Fig. 1: run 1, cell density map
The die is cut into 12 by 12 equal tiles; white is low, dark blue is high, 0 to 100% covered.
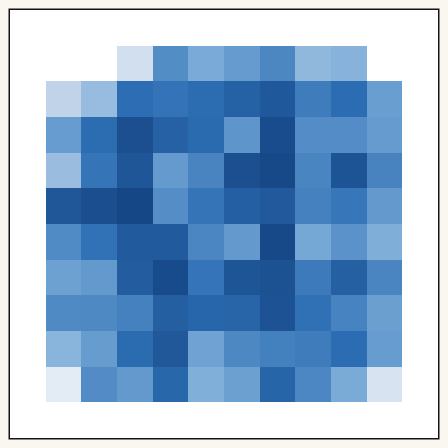
Fig. 2: run 1, cell outlines without signal wires
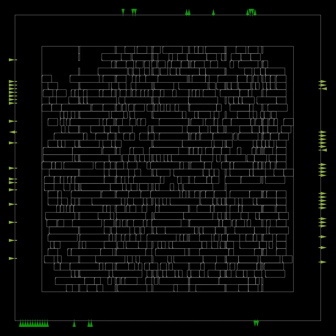
Fig. 3: run 1, layout detail
Window x 76 to 96, y 76 to 96 um. Cells in grey, sequential cells in the stronger grey; small squares are vias.
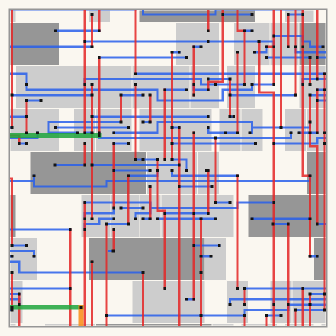
<file path="src/rtl/puf_pkg.sv">
// Shared definitions for the TERO PUF evaluation controller and response collector.
package puf_pkg;

  typedef enum logic [1:0] {
    COLLECT = 2'd0,
    CMP     = 2'd1,
    DRAIN   = 2'd2,
    HOLD    = 2'd3
  } collector_state_t;

  // Loop-index width; must match the controller's select_puf width.
  function automatic int sel_width(input int num_loops);
    return $clog2(num_loops - 1) + 1;
  endfunction

endpackage

</file>
<file path="src/rtl/puf_response_collector_freq_sat_shift.sv">
// Divides the raw oscillation count by the repetition count and clamps it to the stored width.
module freq_sat_shift #(
  parameter int CNT_BITS  = 32,
  parameter int AVG_SHIFT = 12,
  parameter int FREQ_BITS = 16
) (
  input  logic [CNT_BITS-1:0]  count_i,
  output logic [FREQ_BITS-1:0] freq_o
);

  logic [CNT_BITS-1:0] shifted;

  assign shifted = count_i >> AVG_SHIFT;
  // Any set bit above the stored width means the average does not fit.
  assign freq_o  = (|shifted[CNT_BITS-1:FREQ_BITS]) ? {FREQ_BITS{1'b1}}
                                                     : shifted[FREQ_BITS-1:0];

endmodule

</file>
<file path="src/rtl/puf_response_collector.sv">
// Captures per-loop average frequencies, derives pairwise response bits on done,
// and drains the averages over a valid/ready stream.
module puf_response_collector
  import puf_pkg::*;
#(
  parameter int NUM_LOOPS = 4,
  parameter int CNT_BITS  = 32,
  parameter int AVG_SHIFT = 12,
  parameter int FREQ_BITS = 16,
  parameter int SEL_W     = sel_width(NUM_LOOPS)
) (
  input  logic                   clk,
  input  logic                   reset,
  input  logic                   store_response_puf,
  input  logic [SEL_W-1:0]       select_puf,
  input  logic [CNT_BITS-1:0]    count_in,
  input  logic                   done_in,
  output logic                   out_valid,
  input  logic                   out_ready,
  output logic [SEL_W-1:0]       out_idx,
  output logic [FREQ_BITS-1:0]   out_freq,
  output logic                   out_last,
  output logic                   resp_valid,
  output logic [NUM_LOOPS/2-1:0] resp_bits,
  output logic [NUM_LOOPS-1:0]   missing_mask,
  output logic                   err_range,
  output logic                   err_overrun
);

  localparam int IDX_W = $clog2(NUM_LOOPS);
  localparam int NPAIR = NUM_LOOPS / 2;
  localparam logic [SEL_W-1:0] LAST_IDX  = SEL_W'(NUM_LOOPS - 1);
  localparam logic [SEL_W-1:0] LOOPS_SEL = SEL_W'(NUM_LOOPS);

  collector_state_t       state_q;
  logic [FREQ_BITS-1:0]   freq_q [NUM_LOOPS];
  logic [NUM_LOOPS-1:0]   loaded_q;
  logic [NPAIR-1:0]       resp_bits_q;
  logic [NUM_LOOPS-1:0]   missing_q;
  logic                   resp_valid_q;
  logic                   out_valid_q;
  logic [SEL_W-1:0]       out_idx_q;
  logic [FREQ_BITS-1:0]   out_freq_q;
  logic                   out_last_q;
  logic                   err_range_q;
  logic                   err_overrun_q;

  logic [FREQ_BITS-1:0]   cap_freq_d;
  logic [NPAIR-1:0]       cmp_bits_d;
  logic [SEL_W-1:0]       next_idx_d;
  logic                   in_range_d;

  freq_sat_shift #(
    .CNT_BITS  (CNT_BITS),
    .AVG_SHIFT (AVG_SHIFT),
    .FREQ_BITS (FREQ_BITS)
  ) u_sat (
    .count_i (count_in),
    .freq_o  (cap_freq_d)
  );

  // All pairs compared in parallel, hence the register array rather than RAM.
  for (genvar gi = 0; gi < NPAIR; gi++) begin : g_cmp
    assign cmp_bits_d[gi] = freq_q[2*gi] > freq_q[2*gi+1];
  end

  assign in_range_d = select_puf < LOOPS_SEL;
  assign next_idx_d = out_idx_q + SEL_W'(1);

  always_ff @(posedge clk) begin
    if (reset) begin
      state_q       <= COLLECT;
      for (int i = 0; i < NUM_LOOPS; i++) freq_q[i] <= '0;
      loaded_q      <= '0;
      resp_bits_q   <= '0;
      missing_q     <= '0;
      resp_valid_q  <= 1'b0;
      out_valid_q   <= 1'b0;
      out_idx_q     <= '0;
      out_freq_q    <= '0;
      out_last_q    <= 1'b0;
      err_range_q   <= 1'b0;
      err_overrun_q <= 1'b0;
    end else begin
      if (store_response_puf && state_q != COLLECT) err_overrun_q <= 1'b1;

      case (state_q)
        COLLECT: begin
          if (store_response_puf) begin
            if (in_range_d) begin
              for (int i = 0; i < NUM_LOOPS; i++) begin
                if (select_puf == SEL_W'(i)) begin
                  freq_q[i]   <= cap_freq_d;
                  loaded_q[i] <= 1'b1;
                end
              end
            end else begin
              err_range_q <= 1'b1;
            end
          end
          if (done_in) state_q <= CMP;
        end

        CMP: begin
          resp_bits_q  <= cmp_bits_d;
          missing_q    <= ~loaded_q;
          resp_valid_q <= 1'b1;
          out_valid_q  <= 1'b1;
          out_idx_q    <= '0;
          out_freq_q   <= freq_q[0];
          out_last_q   <= 1'b0;
          state_q      <= DRAIN;
        end

        DRAIN: begin
          if (out_ready) begin
            if (out_last_q) begin
              out_valid_q <= 1'b0;
              out_last_q  <= 1'b0;
              state_q     <= HOLD;
            end else begin
              out_idx_q  <= next_idx_d;
              out_freq_q <= freq_q[next_idx_d[IDX_W-1:0]];
              out_last_q <= (next_idx_d == LAST_IDX);
            end
          end
        end

        HOLD: begin
          // Leaving HOLD starts a fresh run, so it also wins over an overrun seen this cycle.
          if (!done_in) begin
            loaded_q      <= '0;
            resp_valid_q  <= 1'b0;
            err_range_q   <= 1'b0;
            err_overrun_q <= 1'b0;
            state_q       <= COLLECT;
          end
        end

        default: state_q <= COLLECT;
      endcase
    end
  end

  assign out_valid    = out_valid_q;
  assign out_idx      = out_idx_q;
  assign out_freq     = out_freq_q;
  assign out_last     = out_last_q;
  assign resp_valid   = resp_valid_q;
  assign resp_bits    = resp_bits_q;
  assign missing_mask = missing_q;
  assign err_range    = err_range_q;
  assign err_overrun  = err_overrun_q;

endmodule
</file>
<file path="config.mk">
export PLATFORM = sky130hd
export DESIGN_NAME = puf_response_collector
export DESIGN_NICKNAME = d
export VERILOG_FILES = /design/src/rtl/puf_pkg.sv /design/src/rtl/puf_response_collector_freq_sat_shift.sv /design/src/rtl/puf_response_collector.sv
export SDC_FILE = /design/constraint.sdc
export NUM_CORES = 1
export LEC_CHECK = 0
export CAP_MARGIN = 20
export CORE_MARGIN = 10
export CORE_UTILIZATION = 58
export CTS_BUF_LIST = sky130_fd_sc_hd__clkbuf_8
export CTS_CLUSTER_DIAMETER = 30
export DETAILED_ROUTE_END_ITERATION = 10
export PLACE_DENSITY_LB_ADDON = 0.15
export SYNTH_ARGS = -nofsm -noshare
export SYNTH_HDL_FRONTEND = slang
export SYNTH_SLANG_ARGS = --single-unit
export TNS_END_PERCENT = 100
</file>
<file path="constraint.sdc">
create_clock -name clk -period 5.9 [get_ports clk]
set_input_delay 1.18 -clock clk [delete_from_list [all_inputs] [get_ports clk]]
set_output_delay 1.18 -clock clk [all_outputs]
set_load 0.005 [all_outputs]
</file>
==> writeup.txt, run 1 <==
The flow ran to the end, and the final reports show no timing, DRC or antenna violations. The count of antenna-violating nets left after detailed routing came out at 0. The area recorded from the Yosys report for this design is 0.00525 sq mm. For the worst reg-to-reg path, the startpoint reported by OpenROAD is out_idx[0]$_SDFFE_PP0P_. For reference, the clock transition at the flip-flops on the worst setup and hold paths is 110 ps.

Yosys reported a register bit count of 100. Per the OpenROAD floorplan log, the width of the die is 115 um. The port buffer count works out to 57. Setup repair after global routing left no endpoint under its margin. The run gives 283 for the initial DRC count. The all-layer global routing usage was 17.9%. With the maximum single-stage delay on the critical path at 740 ps, the count of endpoints failing setup in the final report is 0. The area fraction of the largest cell type after synthesis is 36.6%. In this design, the largest share of critical-path delay is due to AND-OR/OR-AND gates. The count of final hold-check violations was 0; the number of non-filler instances in the completed layout was 688.

STA classifies the critical path endpoint as a flop. TritonCTS built the clock tree. In this run the full chip footprint comes out at 0.0133 sq mm. The finished design was reported to have a net count of 653. Per the STA report, the cell with the highest stage delay on the worst path is a2111oi_0. After technology mapping, the gate count stands at 526. Minimum clock period after layout: 2850 ps. The routed design has 11,800 um of wire. Cells with a size suffix above 1 make up 7.24% of the layout.

In this run the VDD rail shows a maximum IR drop of 0.165 mV. The top achievable clock speed is 350 MHz. The first global-routing pass estimated 19,100 um of wire. The number of setup buffers added after CTS is 0. The net count after synthesis is 604.

For this run, the number of Yosys warnings is 0. met1 is the most crowded layer. Yosys mapped a number of flops with a built-in enable equal to 64. With the signal arrival time at the worst endpoint at 3150 ps, the met3 track demand over resource in global routing is 4.95%. The placed instances occupy a cell area of 0.00588 sq mm. The tools report the max-capacitance violation count as 0.

The root buffer selected by CTS is clkbuf_8. Per the OpenROAD power report, leakage power amounts to 2.44 nW. Once layout is done, the placed cells without fillers occupy 0.00609 sq mm.

The run gives 8940 um for the HPWL reported at the end of detailed placement. The dominant register cell is edfxtp_1. Start point of the worst min-delay path: loaded_q[3]$_SDFFE_PP0P_. For reference, the top cells by area after synthesis are edfxtp_1 (37%), dfxtp_1 (14%), ha_1 (9.1%), nor2_1 (7.6%), inv_1 (3.2%). Kind of start point of the critical path: a flop. According to the hold report, the worst path is of the reg -> reg type.

Averaged over all synthesized cells, the footprint is 9.98 sq um. Buffers inserted to repair hold after CTS numbered 0. The synthesis-to-layout area growth was 16.0%. The critical path is of the reg -> reg type. CTS built an H-tree with a depth of 3. Share of the clock period used by the worst path after layout: 48.4%. On met1, the global router reports a usage of 25.9%. The critical path goes through buf_4 -> inv_1 -> ha_1 -> buf_4 -> a21bo_4 -> a2111oi_0 -> a21oi_1 -> a211oi_1. For this design the ratio of total power to cell area is 353 mW/mm^2.

The synthesized design spends more area on one cell type than any other, namely edfxtp_1. In this run the worst path has a maximum fanout of 32. During I/O placement, the number of pins put on the boundary was 70.

For the worst-skew pair, the clock arrives at the later sink with an insertion delay of 370 ps. With the count of buffer and inverter cells on the critical path at 3, the DRC violation count after routing is 0. For the number of antenna violations at the first check in global routing, the log shows 0. Across all checked pins, the minimum headroom to the slew limit is 33.8%. The logs give a warning total of 42.

The tools report the count of distinct cell types in the synthesized netlist as 45. Cell seen most often among critical-path stages: buf_4. For this run, asynchronously set or reset flops after synthesis account for 0%. The floorplan-stage core utilization is 59.9%, and the number of diodes is 0.

The run gives 5 for the number of search-and-repair iterations in the first detailed-routing pass. With the placed instance count at 672, the final global-route overflow total is 0. For the sum of internal, switching and leakage power, the log shows 2.15 mW. The most common logic cells in the final layout are nor2_1 (107), edfxtp_1 (64), clkdlybuf4s50_1 (57). Die boundary height: 115 um. Leading cell type in the layout, fill and taps excluded: nor2_1.

Data on the critical path is required at its endpoint by 6190 ps. In this run, CTS created clock tree buffers numbering 9. The worst clock skew was 10.4 ps. The run gives 0.919 as the final estimated routing congestion in global placement. The synthesized netlist occupies a cell area of 0.00525 sq mm. With the overall via count from detail_route at 3,949, the max-slew violation count is 0. The logs give 0 ps for the setup TNS and 25.4% for the met2 track demand over resource. The run gives 5.74 for the number of vias per cell after detailed routing. Startpoint of the worst setup timing path: out_idx[0]$_SDFFE_PP0P_.

The measured slew at the worst slew-check pin is 991 ps. The run gives 17.1 um for the per-cell routed wire length. The logs give 3,800 for the via count of the first global-routing pass and 39 for the largest net degree at the start of global routing. The tools report the total number of clock tree sinks as 100. In the Yosys report the total cell count is 526.

In this run the deepest clock path goes through 2 buffers. In the Yosys report, the sequential cells make up 50.3% of the chip area.
Notes on Fig. 1 above:
fullest tile	91%
emptiest ninth of the die	north-west
densest ninth of the die	centre
placeable core region: 0.00876 sq mm
utilization after layout: 69.5%

Notes on Fig. 2 above:
number of sequential storage elements: 100
inserted tap cell count: 108
Placement Rows: 34

Notes on Fig. 3 above:
colour	layer
red	metal 2
green	metal 3
blue	metal 1
orange	metal 4
netlist names of flops here include	`state_q` (2), `out_last` (1)
sequential cells in the window	3
most frequent	inv_1 (5), a21oi_1 (4)
cells with their middle in the window	31

[run 1: state kept, by name, summed over array words and instances, names as in the netlist, 2 cells and up]
signal and cells:
loaded_q 4, resp_bits 2, out_freq 16, freq_q 64, state_q 2, out_idx 3
missing_mask 4
[run 1: where the power goes]
group          leakage, nW  internal, mW  switching, mW
clock network        0.105         0.204          0.262
registers            0.960         0.872         0.0659
logic                 1.38         0.349          0.398
[run 1: cell type report]
cell class                      instances  area (sq um)
Sequential cell                       100          2640
Fill cell                             672          2670
Tap cell                              108           135
Timing Repair Buffer                   64           623
Multi-Input combinational cell        355          2310
Clock buffer                            9           124
Inverter                               45           169
Clock inverter                          7          82.6
[run 1: worst min-delay path, stage by stage, from the launching register on]
cell	delay [ps]
dfxtp_1	310
inv_1	60
a211oi_1	70
[run 1: metal layers]
metal | vias to the layer above | wire (um) | part of all wire, %
met5 | - | 0 | 0
met3 | 14 | 927 | 7.9
li1 | 1955 | - | -
met1 | 1843 | 5740 | 49
met2 | 137 | 4990 | 42
met4 | 0 | 131 | 1.1
[run 1: Yosys cell counts (3+ instances only)]
master and count:
a2111oi_0 7, a2111oi_4 3, a211oi_1 12, a211oi_2 3
a21o_1 6, a21oi_1 27, a311oi_1 8, and2_1 6
and3_1 5, buf_2 9, clkbuf_1 11, dfxtp_1 36
edfxtp_1 64, ha_1 38, inv_1 45, mux2i_1 11
nand2_1 20, nand2b_1 6, nand3_1 8, nand4_1 6
nor2_1 107, nor2_2 10, nor2b_1 14, nor3_1 16
o21ai_0 16
[run 1: worst paths after layout]
check | endpoint | slack [ps] | cells after the start
setup / recovery | out_freq[13]$_SDFFE_PP0P_ | 3050 | 8
hold / removal | loaded_q[3]$_SDFFE_PP0P_ | 470 | 2
setup reg to reg | out_freq[13]$_SDFFE_PP0P_ | 3050 | 8
hold reg to reg | loaded_q[3]$_SDFFE_PP0P_ | 470 | 2
[run 1: kinds of logic after synthesis]
| kind of cell | Yosys count | share of synthesized area [%] |
|---|---|---|
| simple gates | 208 | 18.6 |
| compound gates | 97 | 14.0 |
| flops | 100 | 50.3 |
| buf+inv | 71 | 5.72 |
| fa+ha+maj | 38 | 9.05 |
| xor+xnor | 1 | 0.167 |
| mux | 11 | 2.10 |
[run 1: stage by stage]
stage	setup slack, ps	hold slack [ps]
after floorplan	2840	434
final	3050	475
after CTS	3050	478
after global routing	2890	508
after detailed placement	2650	459
after global placement	2700	449
==> run 2, diff against run 1 <==
--- a/config.mk
+++ b/config.mk
@@ -7,7 +7,7 @@
 export LEC_CHECK = 0
 export CAP_MARGIN = 20
 export CORE_MARGIN = 10
-export CORE_UTILIZATION = 58
+export CORE_UTILIZATION = 52
 export CTS_BUF_LIST = sky130_fd_sc_hd__clkbuf_8
 export CTS_CLUSTER_DIAMETER = 30
 export DETAILED_ROUTE_END_ITERATION = 10
==> constraint.sdc (replaced) <==
create_clock -name clk -period 2.3 [get_ports clk]
set_input_delay 0.46 -clock clk [delete_from_list [all_inputs] [get_ports clk]]
set_output_delay 0.46 -clock clk [all_outputs]
set_load 0.005 [all_outputs]
Fig. 4: run 2, ports around the boundary
Scale bar: 20 um. Pins as bars across the die edge, other pins in grey.
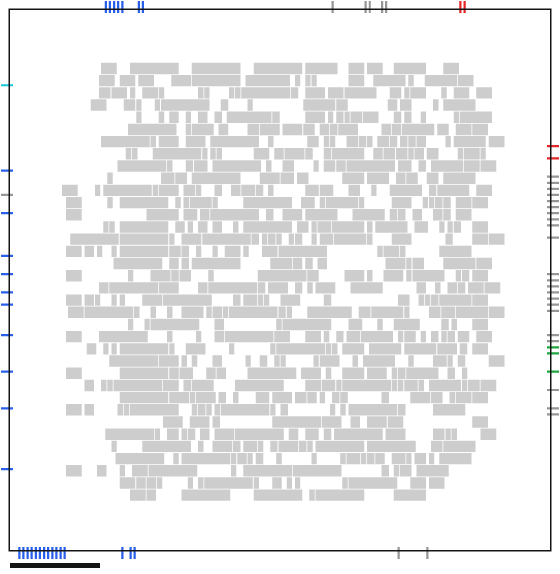
colour	port	pins	direction	edge
cyan	`clk`	1	input	west
blue	`count_in`	32	input	15 south, 10 west, 7 north
red	`missing_mask`	4	output	2 east, 2 north
green	`out_idx`	3	output	east
all pins by edge	27 east, 17 south, 14 north, 12 west
IO Port Bufs: 57
height of the die: 120 um
Die Wd: 120 um

Fig. 5: run 2, layout detail
Window x 80 to 100, y 80 to 100 um. Cells in grey, sequential cells in the stronger grey; small squares are vias.
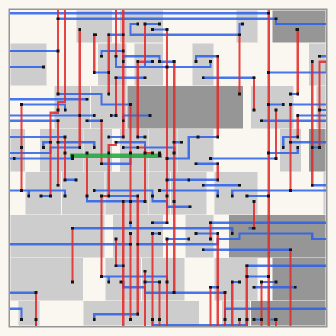
colour	layer
blue	metal 1
green	metal 3
red	metal 2
cells with their middle in the window	37
sequential cells in the window	3
most frequent	o21ai_0 (4), and3_1 (4)
netlist names of flops here include	`loaded_q` (2), `err_range` (1)

==> writeup.txt, run 2 <==
The netlist area before placement was 0.00525 sq mm. The worst setup path is captured at an output port. Hold repair after CTS inserted 0 buffers. The tools report the placed instance count as 707. Setup repair after global routing left no endpoint under its margin. The leading cell type in the layout, fill and taps excluded was nor2_1.

Detailed-route iteration 0 reported a violation count of 278. Number of diodes: 0. The power report lists cell-internal power as 3.82 mW. The number of vias per cell after detailed routing was 5.48; the DRC violation count after routing was 0. For the worst clock skew, the log shows 5.66 ps.

The post-cts resize count was 0. At floorplan, the net count of the design was reported as 604. The number of cells on the worst reg-to-reg path is 7. The final wirelength is 12,100 um, and the number of search-and-repair iterations in the first detailed-routing pass is 4. The final timing report gives a worst setup slack of 255 ps.

For this design the ratio of total power to cell area is 901 mW/mm^2. The count of state elements after synthesis works out to 100. Per the final layout report, the fraction of cells sized above drive strength 1 comes to 8.47%. The tools report the endpoint of the lowest-slack register-to-register path as out_freq[14]$_SDFFE_PP0P_. The finished layout holds 723 standard cells, fillers aside.

The number of maximum-capacitance violations recorded for the run is 0. The synthesized design contains 64 enable-type register cells. The logs give 0.00525 sq mm for the post-synthesis chip area from yosys and 1.80 mW for the net load switching power.

Net switching is 32.1% of the power. After floorplanning, the die was sized to cover 0.0145 sq mm. The HPWL reported at the end of detailed placement came out at 9160 um. The register with the most flip-flops in the layout has 64 of them.

Per STA, the worst path is made up of buf_4 -> clkdlybuf4s50_1. The clock-pin slew on the worst setup and hold paths works out to 90 ps. With the share of the clock period used by the worst path after layout at 88.9%, the net count of the finished layout is 663.

With the maximum fanout along the worst path at 31, the count of final hold-check violations is 0. The flow reports that sequential cells draw 43.1% of the design power. Synthesis-to-layout area growth: 18.7%. The number of cells on the worst hold path is listed as 2. Cell at the slowest stage of the critical path: clkdlybuf4s50_1.

The first global-routing pass estimated 19,900 um of wire. The type recorded for the worst min-delay path is reg -> reg. Start point of the worst min-delay path: loaded_q[0]$_SDFFE_PP0P_. Counting every instance in the synthesized netlist gives 526.

The minimum setup slack among reg-to-reg paths was 290 ps. The synthesized netlist was found by Yosys to have 526 cells. The tools report the root buffer selected by CTS as clkbuf_8.

On the worst path, the slowest cell contributes a delay of 570 ps. The top achievable clock speed is 489 MHz, and the async set-or-reset flop fraction in the synthesized netlist is 0%. The per-cell routed wire length is 16.8 um.

Yosys attributes the largest share of cell area to edfxtp_1 (37%), dfxtp_1 (14%), ha_1 (9.1%), nor2_1 (7.6%), inv_1 (3.2%). For the via count of the first global-routing pass, the log shows 3,936. The kind of cell adding the most delay to the critical path was buffers and inverters. The post-synthesis sequential area ratio was 50.3%. The final report lists the setup-violating endpoint count as 0.

Entering global routing, the biggest net connects 33 pins. The I/O pin total is 70. The clock H-tree reported by CTS has 3 levels. Per the timing report, the most critical flop-to-flop path originates at out_idx[0]$_SDFFE_PP0P_.

The run finished with clean final reports. TritonCTS built the clock tree. TritonCTS reports the number of clock sinks as 100. The worst setup path is of the reg -> out kind.

During synthesis, Yosys emitted a total of 0 warnings. For the all-layer global routing usage, the log shows 16.9%. Number of setup buffers added after CTS: 0.

Ranking logic cells in the layout by count gives the top entries nor2_1 (107), edfxtp_1 (64), clkdlybuf4s50_1 (57). The tools report the signal arrival time at the worst endpoint as 1590 ps. Row count: 36. The commonest cells after synthesis are nor2_1 (107), edfxtp_1 (64), inv_1 (45). With the reported leakage power at 2.51 nW, the number of antenna violations at the first check in global routing is 0.

The combinational group share of total power was 35.5%. Most common cell in the synthesized netlist: nor2_1. Measured against its own limit, the worst slew margin works out to 52.8%. The count of buffer and inverter cells on the critical path was 2; the required time of the critical path was 1840 ps. Share of Yosys cell area claimed by the top area cell type: 36.6%. The gate-level netlist out of Yosys references 45 unique cell types. In the final report, the number of pins over their slew limit comes to 0. A synthesized cell averages 9.98 sq um.

The filler cell count is 851, and the maximum clock path buffer count is 2. Looking at the cell usage after synthesis, the top flip-flop cell is edfxtp_1. The later-pin clock latency in the skew report was 360 ps; the core box area was 0.00982 sq mm. The final route contains 3,965 vias. STA classifies the critical path startpoint as a flop. Of all cell types, the one taking the most synthesized area is edfxtp_1. The minimum clock period after layout works out to 2050 ps. The endpoint with the worst hold slack is loaded_q[0]$_SDFFE_PP0P_. After its last routability iteration, the placer logged a weighted congestion of 0.878. The global route stage reports its total congestion overflow as 0. For the worst slack after detailed placement, the log shows 21.7 ps. Hold timing on the final database bottoms out at a slack of 470 ps. The logs give 0.556 mV for the largest vdd supply drop and 0 for the count of antenna-violating nets left after detailed routing. Warnings raised by the tools during the run amount to 43.

freq_q holds more flip-flops than any other register. TritonCTS created 9 clock buffers. The floorplan-stage core utilization was 53.5%.

The share of total power dissipated in the clock network is 21.4%. The run gives 707 ps for the measured slew at the worst slew-check pin.
==> run 2: layout make-up <==
cell class	instances	area [sq um]	area share, %
flip-flops and latches	100	2640	42.4
clock inverters	7	83.8	1.34
clock buffers	9	124	1.99
repair buffers	74	736	11.8
multi-input cells	355	2310	37.1
well taps	133	166	2.67
inverters	45	169	2.71
==> run 2: per-stage QoR <==
| stage | power [mW] | TNS (ps) | utilization, % | instance area (sq um) |
|---|---|---|---|---|
| floorplan | 3.61 | -6590 | - | 5260 |
| global placement | 4.41 | 0 | 61.4 | 6030 |
| detailed placement | 4.48 | 0 | 61.4 | 6030 |
| CTS | 5.66 | 0 | 63.5 | 6230 |
| global route | 5.97 | 0 | 63.5 | 6230 |
| finish | 5.62 | 0 | 63.5 | 6230 |
==> run 2: power by group through the flow <==
stage                     logic [mW]  registers [mW]  clock network [mW]
after floorplan                 1.17            2.44                   0
after global placement          1.96            2.45                   0
after detailed placement        2.02            2.46                   0
after CTS                       2.03            2.42                1.21
after global routing            2.23            2.46                1.28
final                           2.00            2.42                1.20
==> run 2: how the worst max path moves through the flow <==
stage	start	endpoint	slack, ps	depth (start not counted)
floorplan	state_q[0]$_SDFFE_PP0P_	freq_q[3][0]$_SDFFCE_PN0P_	-140	5
global placement	count_in[29]	freq_q[0][15]$_SDFFCE_PN0P_	90	5
detailed placement	store_response_puf	freq_q[1][15]$_SDFFCE_PN0P_	20	4
CTS	out_idx[0]$_SDFFE_PP0P_	out_idx[0]	240	2
global route	out_idx[0]$_SDFFE_PP0P_	out_freq[7]$_SDFFE_PP0P_	120	7
finish	out_idx[0]$_SDFFE_PP0P_	out_idx[0]	250	2
==> run 2: worst min-delay path: stages, from the launching register on <==
cell and delay, ps:
dfxtp_1 310, inv_1 70, a211oi_1 60
==> run 2: per-layer routing <==
layer	wire [um]	track usage [%]
met3	750	3.02
met5	0	0
met1	5730	22.7
met4	172	5.13
met2	5490	27.2
==> run 2: kinds of logic (layout without fill, tap and decap cells) <==
kind of cell	after synthesis	after routing	synth area share [%]
DFF	100	100	50.3
xor gates and xnor gates	1	1	0.167
buffers and inverters	71	135	5.72
muxes	11	11	2.10
AOI/OAI and AO/OA	97	97	14.0
adders and majority gates	38	38	9.05
and+or+nand+nor	208	208	18.6
==> run 3, diff against run 2 <==
--- a/config.mk
+++ b/config.mk
@@ -6,8 +6,8 @@
 export NUM_CORES = 1
 export LEC_CHECK = 0
 export CAP_MARGIN = 20
-export CORE_MARGIN = 10
-export CORE_UTILIZATION = 52
+export CORE_MARGIN = 5
+export CORE_UTILIZATION = 50
 export CTS_BUF_LIST = sky130_fd_sc_hd__clkbuf_8
 export CTS_CLUSTER_DIAMETER = 30
 export DETAILED_ROUTE_END_ITERATION = 10
Fig. 6: run 3, cell outlines without signal wires
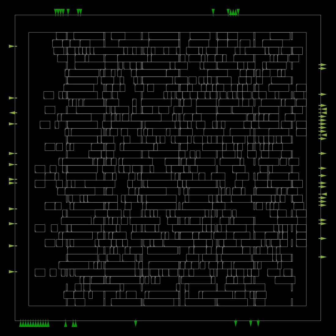
Placement Rows: 37
inserted tap cell count: 136
placeable core region: 0.0103 sq mm
filler-free cell count of the finished design: 726

Fig. 7: run 3, ports around the boundary
Scale bar: 20 um. Pins as bars across the die edge, other pins in grey.
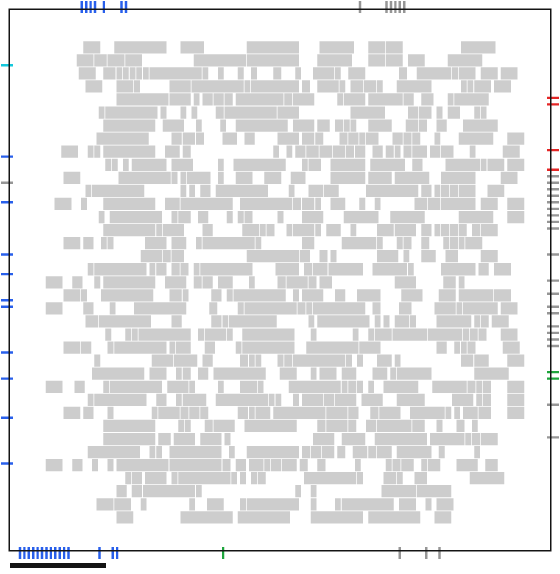
colour	port	pins	direction	edge
cyan	`clk`	1	input	west
blue	`count_in`	32	input	15 south, 10 west, 7 north
green	`out_idx`	3	output	2 east, 1 south
red	`missing_mask`	4	output	east
height of the die: 112 um
Die Wd: 112 um

==> writeup.txt, run 3 <==
The highest clock rate this design can be run at is 477 MHz. Wires add up to 11,700 um. TritonRoute output was used to compute an average wire per cell of 16.2 um.

The maximum fanout along the worst path is 20. The via count of the first global-routing pass was 3,887. Largest net degree at the start of global routing: 32. The main area contributors are edfxtp_1 (37%), dfxtp_1 (14%), ha_1 (9.1%), nor2_1 (7.6%), inv_1 (3.2%). With the worst slack after detailed placement at 63.4 ps, the count of distinct cell types in the synthesized netlist is 45. Per the finish-stage timing summary, setup violations number 0. Layout cell share with drive strength beyond 1: 8.31%. Setup repair after global routing left no endpoint under its margin. The logs give 0 for the max-slew violation count and 0.821 for the final estimated routing congestion in global placement. The simple logic cell fraction of the synthesized area came out at 18.6%. Per the synth stats, the flop cell with the highest instance count is edfxtp_1.

The repair_antennas step left the layout with diodes totalling 0. The number of antenna violations at the first check in global routing is 0. Yosys reports that the leading cell type by area covers 36.6% of the netlist area.

For this block, the via count after detailed routing is 3,926. The tools report the kind of start point of the critical path as a flop. The final layout reports a setup TNS of 0 ps. The first global-routing pass estimated 19,700 um of wire. Synthesis handed over a netlist of 526 instances. The final hold violation count recorded for this run is 0. Synthesis-to-layout area growth: 19.3%.

The port buffer count is 57. 70 I/O pins were placed. The post-cts resize count came out at 0.

The finished cells cover 0.00626 sq mm. Max-cap violations in this run came to 0. The number of search-and-repair iterations in the first detailed-routing pass is 6, and the mean instance size in the synthesized netlist is 9.98 sq um. Per the OpenROAD power report, leakage power amounts to 2.51 nW. Measured slew at the worst slew-check pin: 663 ps. The detail route stage leaves a number of antenna-violating nets equal to 0. Summing the areas of all fa, ha and maj instances in the mapped netlist gives 9.05% of the synthesized area. In this run the VDD rail shows a maximum IR drop of 0.400 mV.

The total clock buffers created by CTS came out at 9. The slack of the critical path is 205 ps, and the area fraction in mux cells is 2.10%. The minimum setup slack among reg-to-reg paths is 200 ps, and the minimum clock period after layout is 2100 ps. The logs give 8830 um for the HPWL reported at the end of detailed placement and 663 for the net count of the finished layout.

Number of vias per cell after detailed routing: 5.41. Sorting the synthesis cell report by count puts at the top nor2_1. The count of hold buffers inserted by post-cts repair was 0; the number of warnings issued by yosys was 0. The synthesized netlist was found by Yosys to have 526 cells. The run finished with clean final reports. The stat command in Yosys gives a chip area of 0.00525 sq mm. Looking at the setup timing report, the critical path kind is reg -> reg. The category of the worst setup path capture point was a flop. Clock latency on the worst-skew pair, taken at its later pin, is 370 ps. The register with the most flip-flops in the layout has 64 of them. By count the netlist is led by nor2_1 (107), edfxtp_1 (64), inv_1 (45). All-layer global routing usage: 19.5%. The netlist area before placement was 0.00525 sq mm; the floorplan-stage core utilization was 51.1%.

The clock passes through at most 2 buffers. The library cells used most frequently in the layout, excluding fill and tap cells, are nor2_1 (107), edfxtp_1 (64), clkdlybuf4s50_1 (57). The number of setup buffers added after CTS is 0, and the initial DRC count is 426. Area of the die: 0.0127 sq mm. TritonCTS built the clock tree.

On the worst setup and hold paths after CTS, the clock-pin slew comes to 90 ps. The synthesis report gives the async set-or-reset register share as 0%. The total number of clock tree sinks was 100.

The class of the worst hold path was reg -> reg. Dividing total power by cell area gives a power density of 892 mW/mm^2. The number of warnings reported in the stage logs is 43.
## run 3: power by group
part	total [mW]	internal [mW]	switching (mW)	leakage, nW
sequential	2.42	2.24	0.182	0.960
combinational	1.99	0.976	1.01	1.45
clock	1.18	0.598	0.585	0.103
total	5.59	3.81	1.78	2.51
## run 3: final cells by class
type / count / area, sq um
Inverter: 45 / 169
Fill cell: 890 / 4020
Clock inverter: 7 / 82.6
Timing Repair Buffer: 74 / 761
Clock buffer: 9 / 124
Multi-Input combinational cell: 355 / 2310
Tap cell: 136 / 170
Sequential cell: 100 / 2640
## run 3: logic make-up (layout without fill, tap and decap cells)
kind of cell             count (synthesis)  after routing
AND/OR/NAND/NOR                        208            208
flip-flops                             100            100
buffers and inverters                   71            135
adder cells (fa/ha/maj)                 38             38
multiplexers                            11             11
AND-OR/OR-AND                           97             97
XOR/XNOR                                 1              1
## run 3: metrics by stage
| step | cells | total power [mW] | hold slack (ps) |
|---|---|---|---|
| after floorplan | 526 | 3.61 | 434 |
| after global placement | 710 | 4.41 | 447 |
| after detailed placement | 710 | 4.46 | 455 |
| after CTS | 726 | 5.63 | 468 |
| after global routing | 726 | 5.97 | 486 |
| final | 726 | 5.59 | 468 |
## run 3: worst paths after layout
kind,start,end,cells after the start
setup reg to reg,out_idx[0]$_SDFFE_PP0P_,out_freq[0]$_SDFFE_PP0P_,6
setup / recovery,out_idx[0]$_SDFFE_PP0P_,out_freq[0]$_SDFFE_PP0P_,6
hold / removal,loaded_q[3]$_SDFFE_PP0P_,loaded_q[3]$_SDFFE_PP0P_,2
hold reg to reg,loaded_q[3]$_SDFFE_PP0P_,loaded_q[3]$_SDFFE_PP0P_,2
## run 3: metal layers
layer,GRT usage (%),share of wire [%],vias up
met5,0,0,-
met4,6.33,1.4,0
met3,4.10,5.7,11
met2,30.5,46,111
met1,27.1,47,1833
li1,-,-,1971
## run 3: critical path, stage by stage, from the launching register on
cell	delay [ps]
dfxtp_1	340
inv_1	60
ha_1	400
a21bo_4	350
a2111oi_0	510
a21oi_1	110
a211oi_1	240

==> gallery <==
Sizing map.
shot_01.png
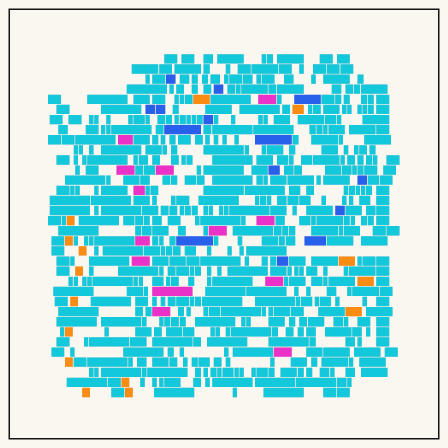
shot_02.png
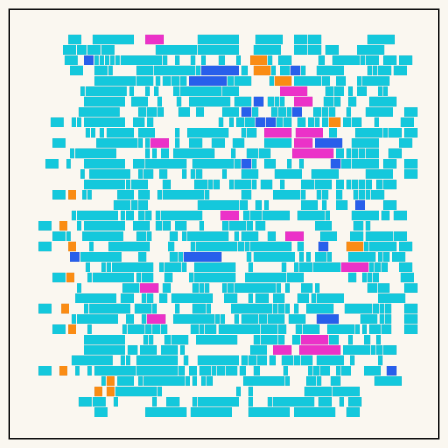
| picture | from |
|---|---|
| shot_02.png | run 3 |
| shot_01.png | run 1 |

Key to shot_02.png:
colour	size	cells	most used
cyan	_0 and _1 cells	541	nor2_1
magenta	_6 and larger	16	clkbuf_8
blue	_3 and _4 cells	18	buf_4
orange	_2 cells	15	nor2_2

Power is estimated from default activity; no workload was simulated.
